==> images/m1.png <==
Scale bar: 20 um. Supply wires on this layer in gray.
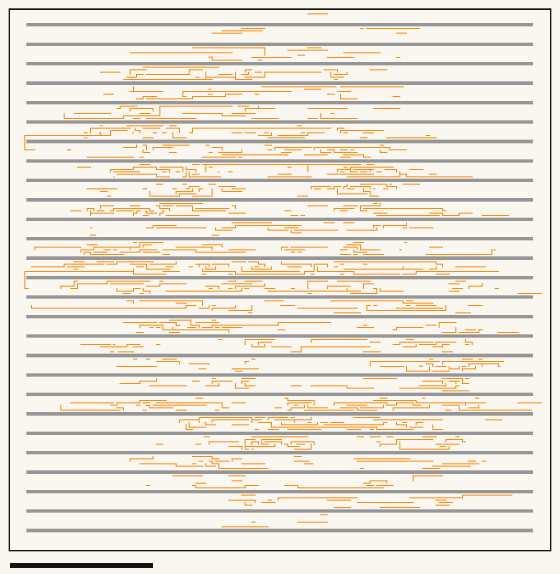
==> images/m2.png <==
Scale bar: 20 um.
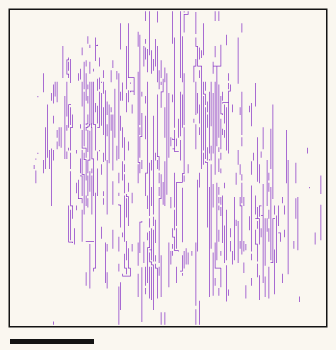
==> images/m3.png <==
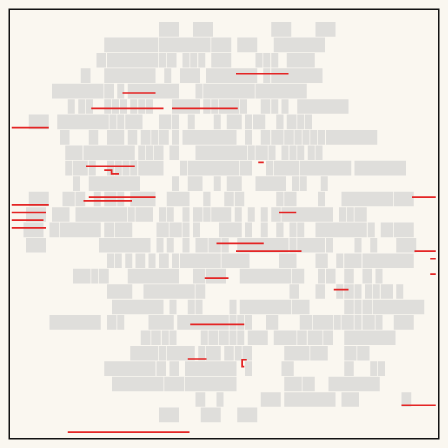
==> images/clock_wires.png <==
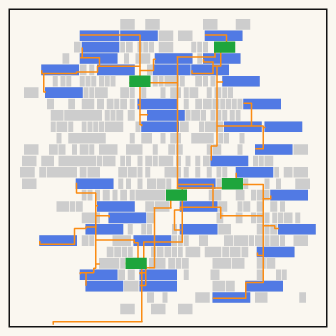
==> images/congestion_map.png <==
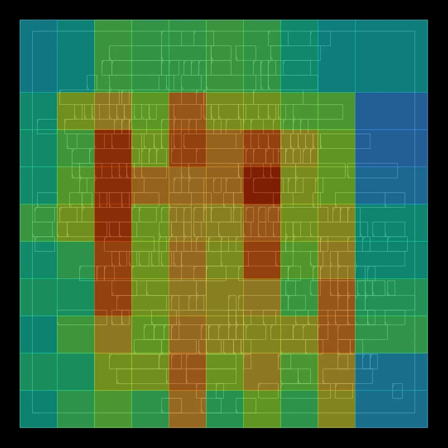
### src/rtl/bw_io_impctl_pkg.sv
// bw_io_impctl_pkg: shared FSM state enum and constants for the DDR impedance-control calibrators
package bw_io_impctl_pkg;
  typedef enum logic [2:0] {S_IDLE, S_SETTLE, S_STROBE, S_WAIT, S_UPDATE} state_e;
  localparam logic [7:0] CBD_RST = 8'h80;
  localparam int ABOVE_LAT = 3;
endpackage

### src/rtl/bw_io_impctl_updn_cnt.sv
// bw_io_impctl_updn_cnt: 8-bit saturating up/down counter (clk, rst_n, ld/ld_val, step/up in; cnt, sat_hi, sat_lo out)
module bw_io_impctl_updn_cnt
  import bw_io_impctl_pkg::*;
(
  input  logic       clk,
  input  logic       rst_n,
  input  logic       ld,
  input  logic [7:0] ld_val,
  input  logic       step,
  input  logic       up,
  output logic [7:0] cnt,
  output logic       sat_hi,
  output logic       sat_lo
);
  logic [7:0] cnt_q, cnt_d;
  assign cnt = cnt_q;
  assign sat_hi = cnt_q == 8'hFF;
  assign sat_lo = cnt_q == 8'h00;
  always_comb
    cnt_d = ld ? ld_val :
            (step && up && !sat_hi) ? cnt_q + 8'd1 :
            (step && !up && !sat_lo) ? cnt_q - 8'd1 : cnt_q;
  always_ff @(posedge clk or negedge rst_n)
    if (!rst_n) cnt_q <= CBD_RST;
    else cnt_q <= cnt_d;
endmodule

### src/rtl/bw_io_impctl_ddr_dncal.sv
// bw_io_impctl_ddr_dncal: DDR pull-down calibration FSM (cal_start/above in; cbd, oe, sclk, cal_busy/done/err, dnr_code out)
module bw_io_impctl_ddr_dncal
  import bw_io_impctl_pkg::*;
#(
  parameter int SETTLE_CYC = 8,
  parameter int LOCK_CNT   = 4
) (
  input  logic       clk,
  input  logic       global_reset_n,
  input  logic       cal_start,
  input  logic       above,
  output logic [8:1] cbd,
  output logic       oe,
  output logic       sclk,
  output logic       cal_busy,
  output logic       cal_done,
  output logic       cal_err,
  output logic [8:1] dnr_code
);
  state_e     state_q, state_d;
  logic [7:0] set_q, set_d;
  logic [1:0] wcnt_q, wcnt_d;
  logic [3:0] rev_q, rev_d;
  logic       last_vld_q, last_vld_d, last_up_q, last_up_d, above_q, above_d;
  logic       oe_q, oe_d, sclk_q, sclk_d, busy_q, busy_d, done_q, done_d, err_q, err_d;
  logic [7:0] dnr_q, dnr_d, cbd_w;
  logic       sat_hi, sat_lo, step, sat, rev, lock;
  logic [3:0] rev_n;
  bw_io_impctl_updn_cnt u_cnt (
    .clk(clk), .rst_n(global_reset_n), .ld(1'b0), .ld_val(CBD_RST),
    .step(step), .up(above_q), .cnt(cbd_w), .sat_hi(sat_hi), .sat_lo(sat_lo)
  );
  assign cbd = cbd_w;
  assign oe = oe_q;
  assign sclk = sclk_q;
  assign cal_busy = busy_q;
  assign cal_done = done_q;
  assign cal_err = err_q;
  assign dnr_code = dnr_q;
  // The first step after a start has no previous direction, so it can never be a reversal.
  assign sat = above_q ? sat_hi : sat_lo;
  assign rev = last_vld_q && (last_up_q != above_q);
  assign rev_n = rev_q + {3'b0, rev};
  assign lock = rev_n == 4'(LOCK_CNT);
  always_comb begin
    state_d = state_q;
    set_d = set_q;
    wcnt_d = wcnt_q;
    rev_d = rev_q;
    last_vld_d = last_vld_q;
    last_up_d = last_up_q;
    above_d = above_q;
    oe_d = oe_q;
    sclk_d = 1'b0;
    busy_d = busy_q;
    done_d = 1'b0;
    err_d = err_q;
    dnr_d = dnr_q;
    step = 1'b0;
    case (state_q)
      S_IDLE: if (cal_start) begin
        state_d = S_SETTLE;
        set_d = 8'd0;
        busy_d = 1'b1;
        oe_d = 1'b1;
        err_d = 1'b0;
        rev_d = 4'd0;
        last_vld_d = 1'b0;
      end
      S_SETTLE: if (set_q == 8'(SETTLE_CYC - 1)) begin
        state_d = S_STROBE;
        sclk_d = 1'b1;
      end else set_d = set_q + 8'd1;
      S_STROBE: begin
        state_d = S_WAIT;
        wcnt_d = 2'd0;
      end
      S_WAIT: if (wcnt_q == 2'(ABOVE_LAT - 1)) begin
        state_d = S_UPDATE;
        above_d = above;
      end else wcnt_d = wcnt_q + 2'd1;
      S_UPDATE: if (lock || sat) begin
        // Lock wins over saturation; either way the code is left unstepped and published.
        state_d = S_IDLE;
        dnr_d = cbd_w;
        done_d = 1'b1;
        busy_d = 1'b0;
        oe_d = 1'b0;
        err_d = !lock;
      end else begin
        state_d = S_SETTLE;
        set_d = 8'd0;
        step = 1'b1;
        last_vld_d = 1'b1;
        last_up_d = above_q;
        rev_d = rev_n;
      end
      default: state_d = S_IDLE;
    endcase
  end
  always_ff @(posedge clk or negedge global_reset_n)
    if (!global_reset_n) begin
      state_q <= S_IDLE;
      set_q <= 8'd0;
      wcnt_q <= 2'd0;
      rev_q <= 4'd0;
      last_vld_q <= 1'b0;
      last_up_q <= 1'b0;
      above_q <= 1'b0;
      oe_q <= 1'b0;
      sclk_q <= 1'b0;
      busy_q <= 1'b0;
      done_q <= 1'b0;
      err_q <= 1'b0;
      dnr_q <= CBD_RST;
    end else begin
      state_q <= state_d;
      set_q <= set_d;
      wcnt_q <= wcnt_d;
      rev_q <= rev_d;
      last_vld_q <= last_vld_d;
      last_up_q <= last_up_d;
      above_q <= above_d;
      oe_q <= oe_d;
      sclk_q <= sclk_d;
      busy_q <= busy_d;
      done_q <= done_d;
      err_q <= err_d;
      dnr_q <= dnr_d;
    end
endmodule

### config.mk
export PLATFORM = sky130hd
export DESIGN_NAME = bw_io_impctl_ddr_dncal
export DESIGN_NICKNAME = d
export VERILOG_FILES = /design/src/rtl/bw_io_impctl_pkg.sv /design/src/rtl/bw_io_impctl_updn_cnt.sv /design/src/rtl/bw_io_impctl_ddr_dncal.sv
export SDC_FILE = /design/constraint.sdc
export NUM_CORES = 1
export LEC_CHECK = 0
export ABC_AREA = 1
export CAP_MARGIN = 20
export CORE_MARGIN = 2
export CORE_UTILIZATION = 45
export DETAILED_ROUTE_END_ITERATION = 10
export GPL_TIMING_DRIVEN = 1
export HOLD_SLACK_MARGIN = 0.1
export PLACE_DENSITY = 0.77
export SYNTH_ARGS = -nofsm -noshare
export SYNTH_HDL_FRONTEND = slang
export SYNTH_SLANG_ARGS = --single-unit
### constraint.sdc
create_clock -name clk -period 3.2 [get_ports clk]
set_clock_uncertainty 0.1 [all_clocks]
set_input_delay 0.96 -clock clk [delete_from_list [all_inputs] [get_ports clk]]
set_output_delay 0.96 -clock clk [all_outputs]
set_load 0.01 [all_outputs]
==> out/qor_table.md <==
| Group | Quantity | Value |
|---|---|---|
| outcome | Outcome | complete, no violations |
| floorplanning | Vertical die dimension | 75.5 um |
| routing | Residual DRC | 0 |
| routing | Via total after detailed routing | 1932 |
| final layout | Area growth from synthesis to layout | 19.2% |
| floorplanning | Area of the core | 5010 um^2 |
| yosys | Total of warnings raised by yosys | 0 |
| routing | Remaining antenna violation count after routing | 0 |
| placement | Number of buffers added on ports | 24 |
| power | Portion of total power attributed to sequential cells | 0.356 |
| critical path | Kind of critical path | reg -> reg |
| power | Switching share of power | 0.428 |
| final layout | Count of placed standard cells in the final layout, fillers left out | 384 |
| power | Sequential power | 0.804 mW |
| critical path | Critical path data arrival time | 3.04 ns |
| power | Power in the clock group | 0.347 mW |
| final layout | Antenna cell count | 0 |
| critical path | Category of the worst setup path launch point | register |
| yosys | Fraction of the yosys area taken by sequential cells | 0.436 |
| global route | Global-route usage over all layers | 0.186 |
| global route | Leftover overflow at the end of global routing | 0 |
| power | Sw power | 0.967 mW |
| floorplanning | I/O pin count | 25 |
| critical path | Critical-path cell list | o21ai_1 > a21oi_1 > ha_2 > ha_1 > nor2_1 > nand3_1 > nor2_2 > nor2_2 > nand2_1 > ha_1 > a21oi_2 > nand2_1 > a21oi_1 > nand3_1 > nand3_1 > nand2_1 > nand2_1 |
| worst hold path | Worst hold path stage count | 2 |
| critical path | Instance count on the critical path | 17 |
| routing | Starting DRT DRC Count | 174 |
| critical path | WP data required | 3.34 ns |
| timing | Setup violation total in the final timing report | 0 |
| power | Combinational power share | 0.490 |
| final layout | Area-dominant class | multi-input combinational cells |
| final layout | Combinational cell area excluding buffers and inverters | 1180 um^2 |
| critical path | Top cell family by delay on the critical path | simple AND/OR/NAND/NOR gates |
| placement | Final weighted congestion of routability-driven global placement | 0.950 |
| final layout | Clock network area share | 0.0337 |
| power | Power Combinational | 1.11 mW |
| power | Power density cells | 823 nW/um^2 |
| critical path | Slack of the worst reg-to-reg path | 0.30 ns |
| critical path | Buf+Inv Stages, Crit Path | 0 |
| placement | HPWL reported at the end of detailed placement | 3440 um |
| final layout | Count of sequential standard cells | 40 |
| job | Number of warnings in the stage logs | 26 |
| power | Clock network fraction of total power | 0.154 |
| final layout | Combinational Gates | 209 |
| final layout | Fraction of area in non-clock buffers | 0.0980 |
| final layout | Non-clock buffers | 28 |
| clock tree | CTS H-tree lvls | 2 |
| clock tree | Number of sinks on the clock net | 40 |
| critical path | Cell repeated most along the worst path | sky130_fd_sc_hd__nand2_1 |
| final layout | Count of non-CTS inverters in the layout | 29 |
| final layout | Sequential fraction of total cell area | 0.366 |
| yosys | Total nets after synthesis | 298 |
| clock tree | Total clock buffers created by CTS | 5 |
| critical path | Highest net fanout along the worst path | 6 |
| clock tree | CTS Buffer Depth | 2 |
| critical path | Critical path's slowest cell | sky130_fd_sc_hd__dfrtp_1 |
| power | Internal portion of total power | 1.29 mW |
| clock tree | Later-pin clock latency in the skew report | 0.29 ns |
| power | Static Leak | 1.33 nW |
| global route | Maximum number of pins on one net before global-route repair | 41 |
| yosys | Mapped Cells | 283 |
| global route | Number of global-route vias before repair | 1785 |
| final layout | Fraction of standard cell area in multi-input logic | 0.431 |
| routing | First drt pass iteration count | 4 |
| final layout | Clock buffer instance count of the final layout | 6 |
| floorplanning | Initial core utilization | 0.459 |
| power | Worst IR Drop VDD | 0.000470 V |
| worst hold path | Source of the worst hold timing path | dnr_code[1] |
| power | Total power of the final layout | 2.26 mW |
| critical path | R2R Path End | u_cnt.cnt[7] |
| floorplanning | Die area | 5700 um^2 |
| clock tree | Number of buffers inserted by hold repair at cts | 0 |
| final layout | Fraction of final layout cells sized beyond drive strength 1 | 0.162 |
| timing | Worst-margin pin slew | 0.873 ns |
| routing | Via density per instance | 5.03 |
| power | Dominant power group | combinational logic |
| yosys | Mean Syn Cell Area | 8.13 um^2 |
| timing | Worst slew margin relative to its limit | 0.418 |
| floorplanning | Number of rows created at floorplan | 26 |
| yosys | Count of instantiated cells in the yosys netlist | 283 |
| timing | Post-layout period usage | 0.908 |
| timing | Final Hold Violating Endpoints | 0 |
| final layout | # nets final | 328 |
| timing | Highest Clock Rate | 344 MHz |
| timing | Final Slew Violations | 0 |
| yosys | Post-synthesis cell type count | 32 |
| floorplanning | Number of tapcells | 70 |
| worst hold path | Endpoint of the worst hold path | dnr_code[1] |
| clock tree | Clock slew at reported path FFs | 0.07 ns |
| worst hold path | Worst hold path type | reg -> reg |
| placement | DP Cell Count | 373 |
-- m1.png (at the start) --
wire length on this layer: 2140 um
longest straight run: 22.1 um
nets with wire on the layer: 299

-- m2.png (at the start) --
nets with wire on the layer: 266
wire length on this layer: 2440 um
share of all routed wire: 51%
longest straight run: 28.9 um

-- m3.png (at the start) --
main direction: horizontal
share of all routed wire: 3.7%

-- clock_wires.png (at the start) --
[blue] flip-flops | count: 40
[green] clock-net drivers | count: 5
[orange] clock wires | length: 508 um
routed clock nets: 6

-- congestion_map.png (at the start) --
final core utilization: 0.548
most used routing layer in global routing: met2

[worst max path at each step]
stage                         to       from
CTS                 u_cnt.cnt[7]    above_q
floorplan           u_cnt.cnt[7]    above_q
finish              u_cnt.cnt[7]  last_up_q
detailed placement  u_cnt.cnt[7]    above_q
global route        u_cnt.cnt[7]  last_up_q
global placement    u_cnt.cnt[6]    above_q
[repair_timing]
action,4_1_cts,5_1_grt
gates resized,0,9
endpoints found under the setup margin,0,5
setup buffers,0,3
hold endpoints to repair,0,0
[flip-flops by register name, summed over array words and instances, names as in the netlist, 2 cells and up]
signal,flops
u_cnt.cnt,8
wcnt_q,2
state_q,3
dnr_code,8
set_q,8
rev_q,4
[metal layers]
layer  track usage  wire length (um)
met5             0                 0
met4        0.0760                59
met1         0.236              2140
met3        0.0410               177
met2         0.307              2440
[cell usage after synthesis (all sizes together)]
master | count | area share
nand2 | 97 | 0.18
dfrtp | 38 | 0.41
inv | 29 | 0.047
nor2 | 25 | 0.049
nand3 | 21 | 0.052
o21ai | 21 | 0.051
ha | 10 | 0.054
a21oi | 9 | 0.020
nand4 | 7 | 0.019
xor2 | 7 | 0.027
buf | 5 | 0.024
or2 | 3 | 0.0082
dfstp | 2 | 0.023
nor3 | 2 | 0.0065
xnor2 | 2 | 0.0076
fa | 1 | 0.0087
nand3b | 1 | 0.0033
nor4 | 1 | 0.0027
o211ai | 1 | 0.0033
o21bai | 1 | 0.0033
[layout by cell type (no fill, tap or decap), types with 2 or more instances in the layout]
master and instances:
sky130_fd_sc_hd__xnor2_1 2, sky130_fd_sc_hd__buf_4 3, sky130_fd_sc_hd__o21ai_1 12, sky130_fd_sc_hd__or2_2 3, sky130_fd_sc_hd__nor2_2 3, sky130_fd_sc_hd__ha_1 6
sky130_fd_sc_hd__inv_1 26, sky130_fd_sc_hd__o21ai_0 6, sky130_fd_sc_hd__nand3_1 18, sky130_fd_sc_hd__nand2_4 2, sky130_fd_sc_hd__clkinv_2 2, sky130_fd_sc_hd__dfrtp_1 38
sky130_fd_sc_hd__nand4_1 7, sky130_fd_sc_hd__nor2_1 21, sky130_fd_sc_hd__nand2_1 83, sky130_fd_sc_hd__nand2_2 12, sky130_fd_sc_hd__clkbuf_8 6, sky130_fd_sc_hd__o21ai_2 3
sky130_fd_sc_hd__a21oi_1 8, sky130_fd_sc_hd__xor2_1 7, sky130_fd_sc_hd__dfstp_2 2, sky130_fd_sc_hd__nand3_2 3, sky130_fd_sc_hd__ha_4 3, sky130_fd_sc_hd__inv_2 3
sky130_fd_sc_hd__clkdlybuf4s50_1 23
[stage by stage]
stage	hold WS, ns	setup WS (ns)	area [um^2]	TNS, ns
after floorplan	0.336	0.368	2300	0
after global placement	0.367	0.320	2580	0
after detailed placement	0.372	0.196	2580	0
after CTS	0.388	0.173	2670	0
after global routing	0.409	-0.0198	2740	-0.0198
final	0.386	0.296	2740	0
[cells by family (layout without fill, tap and decap cells)]
kind of cell,Yosys count,after routing,share of synthesized area
xor+xnor,9,9,0.0343
compound gates,32,32,0.0767
fa+ha+maj,11,11,0.0631
simple gates,157,157,0.319
flops,40,40,0.436
buf+inv,34,65,0.0712
Power and IR drop assume default switching activity.
